Fig. 1: zoomed window
Window x 43 to 63, y 8 to 28 µm. Cells in gray, sequential cells in the stronger gray; small squares are vias.
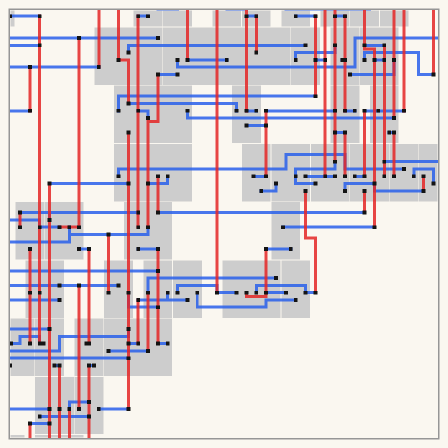
Fig. 2: track usage over the die
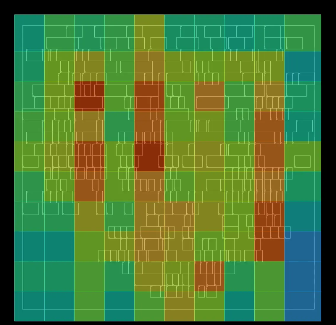
Fig. 3: wiring by layer
Scale: 6 px per µm.
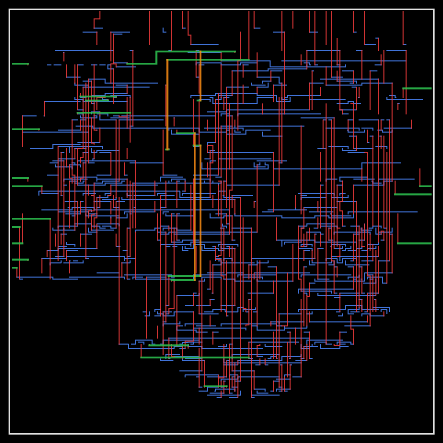
Fig. 4: sequential cells colored by netlist name
Scale: 6 px per µm. Other sequential cells in the stronger gray, the rest of the logic in the fainter gray.
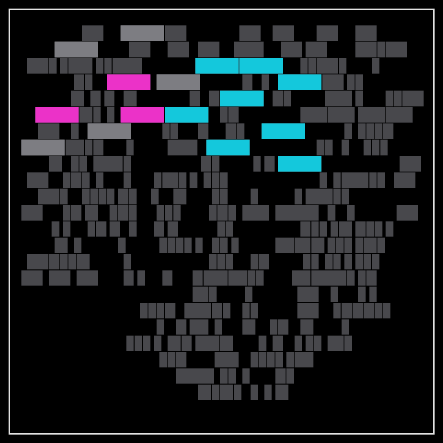
==> config.mk <==
export PLATFORM = sky130hd
export DESIGN_NAME = game_timer_ctrl
export DESIGN_NICKNAME = d
export VERILOG_FILES = /design/src/rtl/game_timer_pkg.sv /design/src/rtl/game_timer_ctrl.sv
export SDC_FILE = /design/constraint.sdc
export NUM_CORES = 1
export LEC_CHECK = 0
export ABC_AREA = 1
export ABC_CLOCK_PERIOD_IN_PS = 7460
export CORE_MARGIN = 1.5
export CORE_UTILIZATION = 35
export DETAILED_ROUTE_END_ITERATION = 12
export PLACE_DENSITY_LB_ADDON = 0.12
export SYNTH_ARGS = -nofsm -noshare
export SYNTH_HDL_FRONTEND = slang
export SYNTH_SLANG_ARGS = --single-unit
==> constraint.sdc <==
create_clock -name clk -period 7.46 [get_ports clk]
set_clock_uncertainty 0.2 [all_clocks]
set_input_delay 1.492 -clock clk [delete_from_list [all_inputs] [get_ports clk]]
set_output_delay 1.492 -clock clk [all_outputs]
set_load 0.05 [all_outputs]
==> impl_report.txt <==
==== FLOW RESULTS ====
----------------------------------------------------
[Placed design]
  DPL Wire Length ........................ 3270 µm
  Pre-CTS WS ........................ 1.77 ns

[Global route]
  Wire length of the first global-routing pass ........................ 7000 µm

[Clock network]
  Clock insertion delay at the later pin of the skew report ........................ 0.25 ns
  Clock slew at the register clock pins of the worst setup and hold paths ........................ 0.06 ns
  TritonCTS Buffers ........................ 3

[Setup path]
  Data arrival time of the critical path ........................ 5.34 ns
  Critical path startpoint category ........................ input pin
  Data required time of the critical path ........................ around 7.4 ns

[Floorplan]
  IO Pins ........................ 29

[Yosys]
  Post-Syn Area ........................ 0.00160 mm²

[Layout]
  Summed area of non-filler cells in the final layout ........................ 0.00198 mm²

[Routing]
  First drt pass iteration count ........................ 4
  Number of nets with antenna violations after routing ........................ 0
  Drc violations ........................ 0

[Final timing]
  Actual slew at the worst max-slew pin ........................ 0.499 ns
  Fin. max-slew vios ........................ 0

[Status]
  Run status ........................ completed

[Power]
  Reg power frac ........................ 32.2%
  Total internal power ........................ 0.177 mW

[Hold path]
  Min-Delay Path Depth ........................ 2

----------------------------------------------------
## Picture notes: Fig. 1
| layer | color |
|---|---|
| M1 | blue |
| M2 | red |
sequential cells in the window: 0
most frequent: nand2_1 (9), inv_1 (6), nand3_1 (5)
cells with their middle in the window: 32

## Picture notes: Fig. 2
final core utilization: 45.3%
global route hottest layer: met2
fraction of met3 tracks used by global routing: 2.45%
global-route met1 utilization: 22.0%
total global-route track usage: 17.3%

## Picture notes: Fig. 3
| layer | color | wire length |
|---|---|---|
| M3 | green | 138 µm |
| M1 | blue | 1870 µm |
| M4 | orange | 69.4 µm |
| M2 | red | 1890 µm |
Avg WL per Cell: 11.2 µm
Total Wirelength: 3970 µm
via count of the routed design: 1667

## Picture notes: Fig. 4
| name in the netlist | color | flops |
|---|---|---|
| timeLeft | cyan | 8 |
| state_q | magenta | 3 |
not colored: 5
reported sequential group power: 0.0908 mW
Flop area: 320 µm²
sequential portion of the cell area: 16.1%

-- through the flow --
| stage | cells | power, mW |
|---|---|---|
| 2_1_floorplan | 274 | 0.176 |
| 3_3_place_gp | 351 | 0.208 |
| 3_5_place_dp | 351 | 0.207 |
| 4_1_cts | 355 | 0.285 |
| 5_1_grt | 355 | 0.305 |
| 6_report | 355 | 0.282 |
-- cell type report --
class	count	area share [%]
multi-input combinational	202	53.7
sequential	16	16.1
timing repair buffer	28	14.1
inverter	53	10.0
tap	52	3.28
clock buffer	4	2.77
-- worst min-delay path: stages, from the launching register on --
cell and delay [ns]:
dfxtp_1 0.33, nand2_1 0.07, a21oi_1 0.06
-- synth_stat cells (all sizes together) --
cell    instances  area share (%)
nand2         100              25
inv            51              12
nor2           25             7.8
nand3          20             7.7
a21oi          19             6.9
dfxtp          16              20
ha              9             7.1
o21ai           7             2.2
nand4           6             2.4
nand3b          4             1.9
a31oi           3             1.2
clkbuf          3            0.71
xor2            3             1.6
clkinv          2            0.47
a311oi          1            0.55
and2            1            0.39
fa              1             1.3
nor3            1            0.31
or2             1            0.39
xnor2           1            0.55
-- cells by family after synthesis --
group	count (synthesis)	share of synthesized area, %
and+or+nand+nor	158	45.4
buffers and inverters	56	13.2
AOI/OAI and AO/OA	30	10.8
DFF	16	20.1
adders and majority gates	10	8.31
xor gates and xnor gates	4	2.20
-- layout by cell type, fill, tap and decap left out --
cell type	n
a21oi_1	17
a21oi_2	1
a21oi_4	1
a311oi_1	1
a31oi_1	3
and2_1	1
clkbuf_8	4
clkdlybuf4s50_1	28
clkinv_1	2
dfxtp_1	16
fa_1	1
ha_1	9
inv_1	46
inv_2	5
nand2_1	95
nand2_2	4
nand2_4	1
nand3_1	17
nand3_2	2
nand3_4	1
nand3b_1	4
nand4_1	6
nor2_1	19
nor2_2	3
nor2_4	3
nor3_1	1
o21ai_0	6
o21ai_1	1
or2_1	1
xnor2_1	1
xor2_1	3
-- layer usage --
| metal | up-vias | routed length (µm) |
|---|---|---|
| met5 | - | 0 |
| met4 | 0 | 69 |
| met3 | 8 | 138 |
| met2 | 34 | 1890 |
| met1 | 711 | 1870 |
| li1 | 914 | - |
-- power by group through the flow --
stage | sequential, mW | combinational (mW) | clock, mW
after detailed placement | 0.0928 | 0.115 | 0
after CTS | 0.0908 | 0.115 | 0.0784
after global routing | 0.0911 | 0.131 | 0.0822
final | 0.0908 | 0.115 | 0.0762
after floorplan | 0.100 | 0.0757 | 0
after global placement | 0.0927 | 0.116 | 0
Power and IR drop assume default switching activity.
